==> run_1/layers.png <==
Only two layers are drawn.
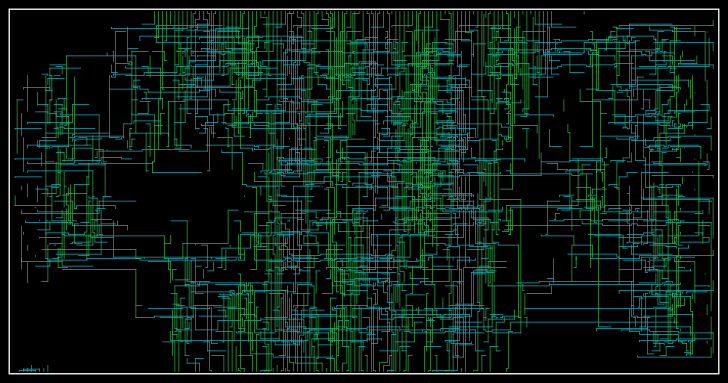
==> run_1/clock_nets.png <==
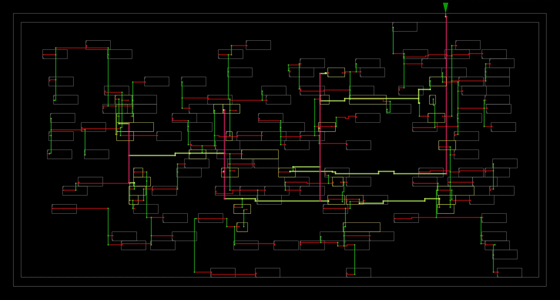
==> run_1/gates.png <==
The bar under the picture is 50 um long.
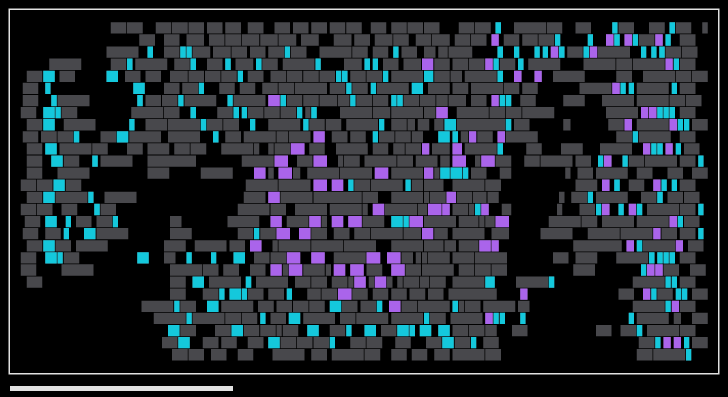
===== src/rtl/alu_issue.sv =====
// rtl/alu_issue.sv - execute-issue stage feeding the ALU; optional MULT watchdog via ALU_ISSUE_MULT_WDOG_EN
module alu_issue #(
    parameter int MULT_TIMEOUT = 40
) (
    input  logic        clk,
    input  logic        rst,
    input  logic        instr_valid,
    output logic        instr_ready,
    input  logic [31:0] instr,
    output logic [3:0]  rf_rs_addr,
    output logic [3:0]  rf_rt_addr,
    input  logic [31:0] rf_rs_data,
    input  logic [31:0] rf_rt_data,
    output logic [3:0]  alu_func,
    output logic [31:0] alu_a,
    output logic [31:0] alu_b,
    input  logic [31:0] alu_out,
    input  logic        alu_mult_fin,
    output logic        wb_valid,
    input  logic        wb_ready,
    output logic [3:0]  wb_rd,
    output logic [31:0] wb_data,
    output logic        err_illegal,
    output logic        err_timeout
);

    typedef enum logic [1:0] {
        S_IDLE,
        S_EXEC,
        S_MULT,
        S_WB
    } state_t;

    localparam logic [3:0] FUNC_MULT = 4'd5;

    state_t      state_q, state_d;
    logic        instr_ready_q, instr_ready_d;
    logic [3:0]  alu_func_q, alu_func_d;
    logic [31:0] alu_a_q, alu_a_d;
    logic [31:0] alu_b_q, alu_b_d;
    logic [3:0]  rd_q, rd_d;
    logic        wb_valid_q, wb_valid_d;
    logic [3:0]  wb_rd_q, wb_rd_d;
    logic [31:0] wb_data_q, wb_data_d;
    logic        err_illegal_q, err_illegal_d;
    logic        err_timeout_q, err_timeout_d;

    logic [3:0]  dec_opcode;
    logic [3:0]  dec_rd;
    logic [3:0]  dec_func;
    logic [15:0] dec_imm;
    logic        dec_legal;
    logic        dec_sext;
    logic [31:0] dec_b;

`ifdef ALU_ISSUE_MULT_WDOG_EN
    localparam int CNT_W = $clog2(MULT_TIMEOUT + 1);
    localparam logic [CNT_W-1:0] CNT_LAST = CNT_W'(MULT_TIMEOUT - 1);
    logic [CNT_W-1:0] wdog_cnt_q, wdog_cnt_d;
`endif

    assign rf_rs_addr = instr[23:20];
    assign rf_rt_addr = instr[3:0];

    assign dec_opcode = instr[31:28];
    assign dec_rd     = instr[27:24];
    assign dec_func   = instr[19:16];
    assign dec_imm    = instr[15:0];

    // Decode legality and the b operand (register, sign- or zero-extended immediate)
    always_comb begin
        dec_legal = 1'b0;
        dec_sext  = 1'b0;
        dec_b     = rf_rt_data;
        case (dec_func)
            4'd0, 4'd2, 4'd5:     begin dec_legal = 1'b1; dec_sext = 1'b1; end
            4'd11, 4'd13, 4'd14,
            4'd15:                begin dec_legal = 1'b1; dec_sext = 1'b0; end
            default:              begin dec_legal = 1'b0; dec_sext = 1'b0; end
        endcase
        if (dec_opcode > 4'h1) begin
            dec_legal = 1'b0;
        end
        if (dec_opcode == 4'h1) begin
            dec_b = dec_sext ? {{16{dec_imm[15]}}, dec_imm} : {16'd0, dec_imm};
        end
    end

    // Next-state and next-output computation; ALU operand registers double as the latched operands
    always_comb begin
        state_d       = state_q;
        instr_ready_d = instr_ready_q;
        alu_func_d    = alu_func_q;
        alu_a_d       = alu_a_q;
        alu_b_d       = alu_b_q;
        rd_d          = rd_q;
        wb_valid_d    = wb_valid_q;
        wb_rd_d       = wb_rd_q;
        wb_data_d     = wb_data_q;
        err_illegal_d = 1'b0;
        err_timeout_d = 1'b0;
`ifdef ALU_ISSUE_MULT_WDOG_EN
        wdog_cnt_d    = wdog_cnt_q;
`endif
        case (state_q)
            S_IDLE: begin
                if (instr_valid) begin
                    if (dec_legal) begin
                        alu_func_d    = dec_func;
                        alu_a_d       = rf_rs_data;
                        alu_b_d       = dec_b;
                        rd_d          = dec_rd;
                        instr_ready_d = 1'b0;
                        state_d       = (dec_func == FUNC_MULT) ? S_MULT : S_EXEC;
`ifdef ALU_ISSUE_MULT_WDOG_EN
                        wdog_cnt_d    = '0;
`endif
                    end else begin
                        err_illegal_d = 1'b1;
                    end
                end
            end
            S_EXEC, S_MULT: begin
                if (state_q == S_EXEC || alu_mult_fin) begin
                    alu_func_d = 4'd0;
                    alu_a_d    = 32'd0;
                    alu_b_d    = 32'd0;
                    if (rd_q != 4'd0) begin
                        wb_valid_d = 1'b1;
                        wb_rd_d    = rd_q;
                        wb_data_d  = alu_out;
                        state_d    = S_WB;
                    end else begin
                        instr_ready_d = 1'b1;
                        state_d       = S_IDLE;
                    end
                end
`ifdef ALU_ISSUE_MULT_WDOG_EN
                else if (wdog_cnt_q == CNT_LAST) begin
                    err_timeout_d = 1'b1;
                    alu_func_d    = 4'd0;
                    alu_a_d       = 32'd0;
                    alu_b_d       = 32'd0;
                    instr_ready_d = 1'b1;
                    state_d       = S_IDLE;
                end else begin
                    wdog_cnt_d = wdog_cnt_q + 1'b1;
                end
`endif
            end
            S_WB: begin
                if (wb_ready) begin
                    wb_valid_d    = 1'b0;
                    instr_ready_d = 1'b1;
                    state_d       = S_IDLE;
                end
            end
            default: begin
                state_d       = S_IDLE;
                instr_ready_d = 1'b1;
            end
        endcase
    end

    // State and registered outputs with synchronous reset
    always_ff @(posedge clk) begin
        if (rst) begin
            state_q       <= S_IDLE;
            instr_ready_q <= 1'b1;
            alu_func_q    <= 4'd0;
            alu_a_q       <= 32'd0;
            alu_b_q       <= 32'd0;
            rd_q          <= 4'd0;
            wb_valid_q    <= 1'b0;
            wb_rd_q       <= 4'd0;
            wb_data_q     <= 32'd0;
            err_illegal_q <= 1'b0;
            err_timeout_q <= 1'b0;
        end else begin
            state_q       <= state_d;
            instr_ready_q <= instr_ready_d;
            alu_func_q    <= alu_func_d;
            alu_a_q       <= alu_a_d;
            alu_b_q       <= alu_b_d;
            rd_q          <= rd_d;
            wb_valid_q    <= wb_valid_d;
            wb_rd_q       <= wb_rd_d;
            wb_data_q     <= wb_data_d;
            err_illegal_q <= err_illegal_d;
            err_timeout_q <= err_timeout_d;
        end
    end

`ifdef ALU_ISSUE_MULT_WDOG_EN
    // Watchdog cycle counter for time spent in MULT
    always_ff @(posedge clk) begin
        if (rst) begin
            wdog_cnt_q <= '0;
        end else begin
            wdog_cnt_q <= wdog_cnt_d;
        end
    end
`endif

    assign instr_ready = instr_ready_q;
    assign alu_func    = alu_func_q;
    assign alu_a       = alu_a_q;
    assign alu_b       = alu_b_q;
    assign wb_valid    = wb_valid_q;
    assign wb_rd       = wb_rd_q;
    assign wb_data     = wb_data_q;
    assign err_illegal = err_illegal_q;
    assign err_timeout = err_timeout_q;

endmodule

===== config.mk =====
export PLATFORM = sky130hd
export DESIGN_NAME = alu_issue
export DESIGN_NICKNAME = d
export VERILOG_FILES = /design/src/rtl/alu_issue.sv
export SDC_FILE = /design/constraint.sdc
export NUM_CORES = 1
export LEC_CHECK = 0
export CORE_ASPECT_RATIO = 0.5
export CORE_MARGIN = 2
export CORE_UTILIZATION = 41
export CTS_BUF_LIST = sky130_fd_sc_hd__clkbuf_8
export CTS_CLUSTER_SIZE = 24
export DETAILED_ROUTE_END_ITERATION = 7
export PLACE_DENSITY = 0.93
export REMOVE_ABC_BUFFERS = 1
export SLEW_MARGIN = 5
export SYNTH_ARGS = -nofsm -noshare
export SYNTH_HDL_FRONTEND = slang
export SYNTH_SLANG_ARGS = --single-unit

===== constraint.sdc =====
create_clock -name clk -period 2.6 [get_ports clk]
set_input_delay 0.52 -clock clk [delete_from_list [all_inputs] [get_ports clk]]
set_output_delay 0.52 -clock clk [all_outputs]
set_load 0.01 [all_outputs]

==> flow_summary.toml, run 1 <==
# generated from flow reports
[floorplanning]
rows = 28
coreArea_um2 = 11770
die_y_um = 81.55
io_pins = 249
die_width_um = 159.1
n_tap_cell = 165
fp_util = 0.4189
dieArea_um2 = 12970

[logic_synthesis]
top_cell_area_share = 0.4588
netlist_area_um2 = 4931
ys_cells = 554
synth-compound-area-share = 0.1167
common_cells = "nand2_1 (144), dfxtp_1 (113), mux2i_1 (57)"
ys_warn_count = 0
ys_sh_simple = 0.2055
ys.flops = 113
synthXorXnorAreaFrac = 0
yosys_area_um2 = 4931
synth_top_cell_by_area = "dfxtp_1"
area_leaders = "dfxtp_1 (46%), mux2i_1 (12%), nand2_1 (11%)"
edf_count = 0
flop_cell = "dfxtp_1"
synthCells = 554
async_reset_ff_frac = 0
yosys.stat.seqShare = 0.4588
synthTopLogicFamily = "simple AND/OR/NAND/NOR gates"
syn_area_per_cell_um2 = 8.901
synth.cellmix.adderShare = 0.01015
synth_cell_type_count = 38

[layout]
nets = 913
final_cells = 954
fin_util = 0.6722
inverters_excl_clock = 3
dominant-cell-class = "non-clock buffers"
seq_share = 0.2859
buf_share = 0.3226
drive_gt1_frac = 0.09632
final_area_um2 = 7913
nFillCells = 884
regArea_um2 = 2262
clock_buffers = 19
lay_top_cells = "clkdlybuf4s50_1 (238), nand2_1 (144), dfxtp_1 (113)"
seq_cells = 113
nonClockBufferCount = 256
syn_to_final_growth_pct = 60.47
n_antenna_cell = 0
clk_share = 0.05930
logic_gate_count = 385

[route]
drcViolationCount = 0
met1Wirelength_um = 6157
dr.max_layer_used = "met4"
drt_first_iter_violations = 382
firstDrtPassIters = 5
wl_met3_um = 824
routed_wl_um = 15190
met2_wirelength_um = 7677
viasPerCell = 5.180
detail-route-antenna-nets = 0

[power]
power_switching_uw = 1681
maxPowerGroup = "sequential cells"
internal-power_uw = 4010
swShare = 0.2955
irDropWorstVdd_v = 0.0004348
powerDensity_nw_per_um2 = 719.2
cellLeakagePower_uw = 0.003070
comb_power_uw = 1740
p_clk_uw = 1930
share_seq_of_total_power = 0.354
p_comb_frac = 0.306
finalPower_uw = 5691

[place]
dp_cells = 922
dp_hpwl_um = 10580
pre_cts_ws_ns = -0.1323
port_buffers = 239
placedInstanceArea_um2 = 7443
place.gp.congestion = 0.8009

[global_routing]
overflow = 0
busiest_layer = "met2"
antenna_found_initial = 0
met2_usage = 0.4100
met1_usage = 0.2542
grt_usage = 0.2255
grt_start_max_net_pins = 106
grt_pass1_wl_um = 23440
grt_pass1_vias = 4811
grtUsageMet3 = 0.05909

[sta]
min_period_over_period = 0.9272
layout_min_cycle_time_ns = 2.411
fin_setup_tns_ns = 0
worst_slew_pin_slew_ns = 1.246
finalClockSkew_ns = 0.009622
rsz0062_at_grt = "false"
slew_viol_final = 0
hold_viol = 0
fmax_mhz = 414.8
hold_ws_ns = 0.4051
finalSetupViolCount = 0
finalWorstSetupSlack_ns = 0.1894
relSlewSlack = 0.1637

[clock_tree]
path_clk_slew_ns = 0.07
clockRootBuffer = "clkbuf_8"
post_cts.repair.setup_buffers = 0
hold_buffers = 0
cts_tree = "built"
clockBufferDepth = 2
cts_htree_levels = 4
cts_sinks = 113

[critical_path]
crit_start = "state_q[0]$_SDFFE_PP0P_"
ff2ff_setup_slack_ns = 0.19
worstSetupEndpoint = "alu_b[27]$_SDFFE_PP0P_"
ff2ff_path_depth = 7
endpoint_kind = "register"
path_cells = "inv_1 > ha_1 > or3b_2 > o21ai_1 > or3_4 > buf_12 > o31ai_1"
worstPathRequired_ns = 2.85
critPathMaxFanout = 38
arrival_ns = 2.66
slowest_delay_ns = 0.50
critPathBufInv = 2
reg2reg_to = "alu_b[27]$_SDFFE_PP0P_"
critical_path_class = "register to register"
start_kind = "register"
reg2reg_from = "state_q[0]$_SDFFE_PP0P_"
slowest_stage = "ha_1"

[hold_path]
hp-start = "rst"
worstHoldEndpoint = "wb_data[7]$_SDFFE_PP0P_"
whs_path_depth = 2

[flow_run]
warning_count = 30

[outcome]
status = "complete, no violations"
Notes on layers.png above:
[green] M2 | wire length: 7680 um
[cyan] M1 | wire length: 6160 um
Wirelength per Cell: 15.92 um
Vias: 4942

Notes on clock_nets.png above:
Latency at later pin: 0.42 ns
CTS Buf Count: 17

Notes on gates.png above:
[purple] aoi and oai cells | cells: 85
[cyan] nand cells | cells: 183 | where: widely spread
Commonest Layout Cell: clkdlybuf4s50_1
Comb area share: 0.3047

==> run 2: changes to the inputs <==
Clock period 2.6 ns to 2.7 ns, I/O delays scaled along.
==> flow_summary.toml, run 2 <==
# generated from flow reports
[layout]
nonClockBufferCount = 256
syn_to_final_growth_pct = 59.73
clock_buffers = 21
final_cells = 953
logic_gate_count = 385
inverters_excl_clock = 3
lay_top_cells = "clkdlybuf4s50_1 (238), nand2_1 (144), dfxtp_1 (113)"
final_area_um2 = 7876
nFillCells = 887
nets = 913
drive_gt1_frac = 0.09518
comb_area_frac = 0.3061

[floorplanning]
rows = 28
n_tap_cell = 165
dieArea_um2 = 12970
io_pins = 249
fp_util = 0.4189

[global_routing]
grt_start_max_net_pins = 51
grt_pass1_wl_um = 23260
busiest_layer = "met2"
overflow = 0
met2_usage = 0.4200
grt_pass1_vias = 4696

[clock_tree]
insertion_delay_ns = 0.43
cts_htree_levels = 4
hold_buffers = 0
clockRootBuffer = "clkbuf_8"
cts_buffers = 17
cts_tree = "built"

[logic_synthesis]
common_cells = "nand2_1 (144), dfxtp_1 (113), mux2i_1 (57)"
synth_top_cell_by_area = "dfxtp_1"
ys_warn_count = 0
synthCells = 554
synth-compound-area-share = 0.1167
yosys_area_um2 = 4931
ys_cells = 554
ys_sh_simple = 0.2055
async_reset_ff_frac = 0
area_leaders = "dfxtp_1 (46%), mux2i_1 (12%), nand2_1 (11%)"
flop_cell = "dfxtp_1"
synth.cellmix.adderShare = 0.01015

[hold_path]
whs_path_depth = 2
worstHoldEndpoint = "wb_rd[3]$_SDFFE_PP0P_"

[critical_path]
worstSetupEndpoint = "alu_b[28]$_SDFFE_PP0P_"
reg2reg_from = "state_q[0]$_SDFFE_PP0P_"
arrival_ns = 2.67
reg2reg_to = "alu_b[28]$_SDFFE_PP0P_"
critPathBufInv = 2
slowest_stage = "clkdlybuf4s50_1"
start_kind = "input port"
slowest_delay_ns = 0.51
ff2ff_path_depth = 7
critPathMaxFanout = 24
crit_start = "instr[16]"

[power]
irDropWorstVdd_v = 0.0003273
p_clk_uw = 1790
swShare = 0.2960
powerDensity_nw_per_um2 = 686.1
cellLeakagePower_uw = 0.003068
internal-power_uw = 3805
p_comb_frac = 0.308
power_switching_uw = 1600

[route]
viasPerCell = 5.056
wl_met3_um = 728
wl_per_cell_um = 15.93
vias = 4818
met1Wirelength_um = 6272
firstDrtPassIters = 5
drt_first_iter_violations = 392
dr.max_layer_used = "met4"
routed_wl_um = 15180
detail-route-antenna-nets = 0

[sta]
fmax_mhz = 426.4
slew_viol_final = 0
worst_slew_pin_slew_ns = 1.207
rsz0062_at_grt = "false"
min_period_over_period = 0.8687
finalWorstSetupSlack_ns = 0.3546
hold_ws_ns = 0.4528

[place]
dp_cells = 922
place.gp.congestion = 0.8144
placedInstanceArea_um2 = 7431

[outcome]
status = "complete, no violations"
==> run_2/pinout.png <==
Pins as bars across the die edge, other pins in gray.
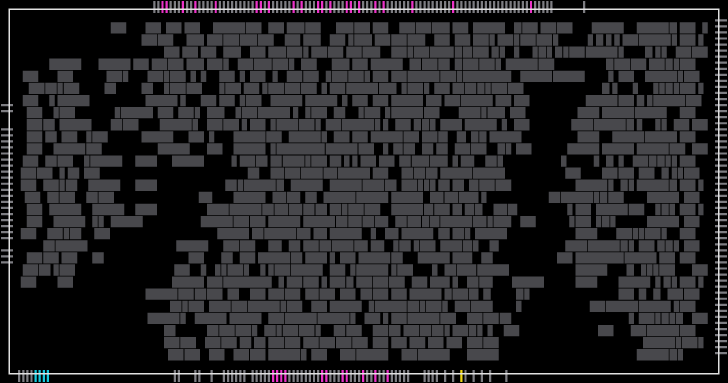
[cyan] rf_rs_addr | pins: 4 | direction: output | edge: south
[yellow] wb_ready | pins: 1 | direction: input | edge: south
[magenta] rf_rt_data | pins: 32 | direction: input | edge: 21 north, 11 south
Die W: 159.1 um
Port Buffers: 239
die span in y: 81.55 um

==> run_2/ff_map.png <==
The bar under the picture is 50 um long. Other sequential cells in the stronger gray, the rest of the logic in the fainter gray.
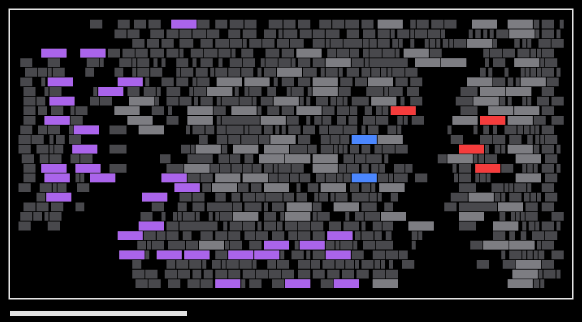
[blue] state_q | flops: 2
[purple] alu_a | flops: 32
[red] wb_rd | flops: 4 | where: east
register area: 2262 um2
register fraction of the total cell area: 0.2872
Seq power: 1940 uW

==> run_2/clock_nets.png <==
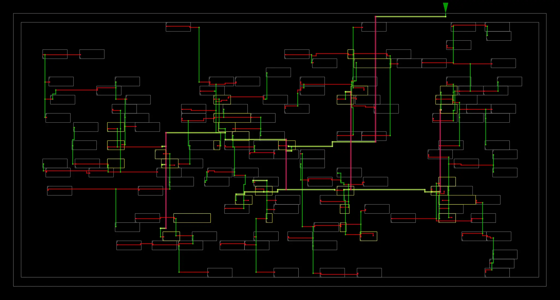
CTS Sinks: 113
skew final: 0.01116 ns
Seq cells: 113

==> run 3: changes to the inputs <==
==> constraint.sdc (replaced) <==
create_clock -name clk -period 2.7 [get_ports clk]
set_input_delay 0.405 -clock clk [delete_from_list [all_inputs] [get_ports clk]]
set_output_delay 0.405 -clock clk [all_outputs]
set_load 0.01 [all_outputs]
==> flow_summary.toml, run 3 <==
# generated from flow reports
[outcome]
status = "complete, no violations"

[critical_path]
critical_path_class = "register to register"
crit_start = "state_q[0]$_SDFFE_PP0P_"
cp.depth = 7
reg2reg_to = "alu_a[25]$_SDFFE_PP0P_"
start_kind = "register"
ff2ff_path_depth = 7
worstPathRequired_ns = 3.04
path_cells = "inv_1 > ha_1 > or3b_2 > o21ai_1 > or3_4 > buf_12 > mux2i_1"
slowest_stage = "or3b_2"
critPathBufInv = 2
reg2reg_from = "state_q[0]$_SDFFE_PP0P_"
critPathMaxFanout = 68
worstSetupEndpoint = "alu_a[25]$_SDFFE_PP0P_"
endpoint_kind = "register"
slowest_delay_ns = 0.48
arrival_ns = 2.73
cp_top_family = "simple AND/OR/NAND/NOR gates"
ff2ff_setup_slack_ns = 0.32

[power]
share_seq_of_total_power = 0.359
irDropWorstVdd_v = 0.0003386
finalPower_uw = 5405
comb_power_uw = 1650
powerSeq_uw = 1940
maxPowerGroup = "sequential cells"
powerDensity_nw_per_um2 = 689.0
internal-power_uw = 3828
p_clk_uw = 1820
cellLeakagePower_uw = 0.003045
p_comb_frac = 0.305
swShare = 0.2917
power_switching_uw = 1577

[logic_synthesis]
area_leaders = "dfxtp_1 (46%), mux2i_1 (12%), nand2_1 (11%)"
netlist_area_um2 = 4931
ys_cells = 554
synth-compound-area-share = 0.1167
top_cell_area_share = 0.4588
synth.cellmix.adderShare = 0.01015
synthTopLogicFamily = "simple AND/OR/NAND/NOR gates"
synth_cell_type_count = 38
synth_top_cell_by_area = "dfxtp_1"
common_cells = "nand2_1 (144), dfxtp_1 (113), mux2i_1 (57)"
yosys.stat.seqShare = 0.4588
edf_count = 0
flop_cell = "dfxtp_1"
ys.flops = 113
yosys_area_um2 = 4931
async_reset_ff_frac = 0
ys_sh_simple = 0.2055
ys_warn_count = 0
mux_area_frac = 0.1522
syn_area_per_cell_um2 = 8.901
synthXorXnorAreaFrac = 0
synthCells = 554

[sta]
slew_viol_final = 0
worst_slew_pin_slew_ns = 0.9905
finalWorstSetupSlack_ns = 0.3185
finalClockSkew_ns = 0.009306
fmax_mhz = 419.9
fin_setup_tns_ns = 0
hold_viol = 0
min_period_over_period = 0.8821
hold_ws_ns = 0.2792
rsz0062_at_grt = "false"
layout_min_cycle_time_ns = 2.382
relSlewSlack = 0.3396
finalSetupViolCount = 0

[layout]
clk_share = 0.05758
logic_gate_count = 385
n_antenna_cell = 0
drive_gt1_frac = 0.08929
syn_to_final_growth_pct = 59.07
nFillCells = 877
dominant-cell-class = "non-clock buffers"
final_common_cell = "clkdlybuf4s50_1"
nonClockBufferCount = 252
inverters_excl_clock = 3
clock_buffers = 19
seq_cells = 113
lay_top_cells = "clkdlybuf4s50_1 (238), nand2_1 (144), dfxtp_1 (113)"
final_area_um2 = 7844
nets = 909
regArea_um2 = 2262
buf_share = 0.3184

[flow_run]
maxCapViolCount = 0
warning_count = 28

[route]
dr.max_layer_used = "met4"
detail-route-antenna-nets = 0
wl_met3_um = 816
viasPerCell = 5.087
met1Wirelength_um = 6099
met2_wirelength_um = 7746
drcViolationCount = 0
firstDrtPassIters = 4
drt_first_iter_violations = 368

[floorplanning]
io_pins = 249
dieArea_um2 = 12970
die_width_um = 159.1
n_tap_cell = 165
rows = 28
die_y_um = 81.55
coreArea_um2 = 11770
fp_util = 0.4189

[clock_tree]
path_clk_slew_ns = 0.07
clockRootBuffer = "clkbuf_8"
cts_sinks = 113
post_cts.repair.setup_buffers = 0
cts_tree = "built"
cts_buffers = 17
post_cts_resized = 0
hold_buffers = 0
insertion_delay_ns = 0.43
clockBufferDepth = 2
cts_htree_levels = 4

[global_routing]
met2_usage = 0.4083
grt_start_max_net_pins = 69
overflow = 0
met1_usage = 0.2481
grt_pass1_vias = 4699
grt_pass1_wl_um = 23020
busiest_layer = "met2"
antenna_found_initial = 0
grtUsageMet3 = 0.05960

[place]
port_buffers = 239
pre_cts_ws_ns = 0.04619
dp_cells = 918
placedInstanceArea_um2 = 7388
place.gp.congestion = 0.8150
dp_hpwl_um = 10620

[hold_path]
whs_path_depth = 2
worstHoldEndpoint = "wb_valid$_SDFFE_PP0P_"
hp-start = "rst"
==> run_3/gates.png <==
The bar under the picture is 50 um long.
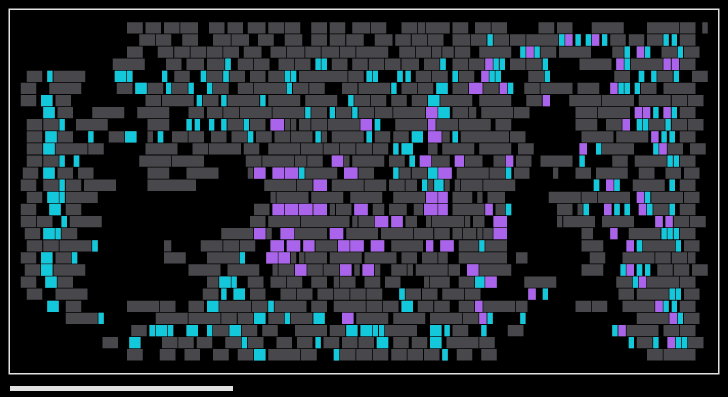
[purple] aoi and oai cells | cells: 85
[cyan] nand cells | cells: 183 | where: widely spread
Comb area share: 0.3079
Finished Layout Cells: 949

==> run_3/ff_map.png <==
The bar under the picture is 50 um long. Other sequential cells in the stronger gray, the rest of the logic in the fainter gray.
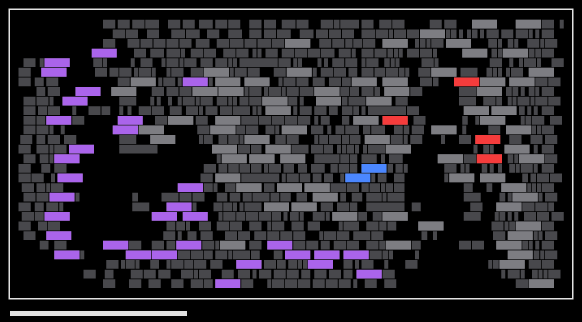
[red] wb_rd | flops: 4 | where: east
[purple] alu_a | flops: 32
[blue] state_q | flops: 2
not colored: 75
register fraction of the total cell area: 0.2884
post-layout util: 0.6663

==> run_3/layers.png <==
Only two layers are drawn.
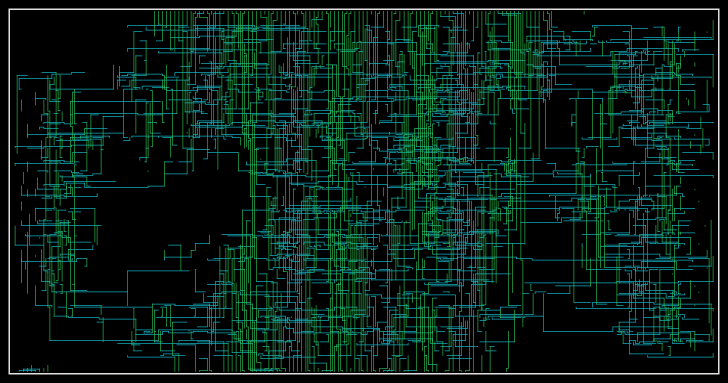
[cyan] M1 | wire length: 6100 um
[green] M2 | wire length: 7750 um
Wirelength per Cell: 15.95 um
GR Util All Layers: 0.2241
Vias: 4828
final wirelength: 15140 um

Power and IR drop assume default switching activity.
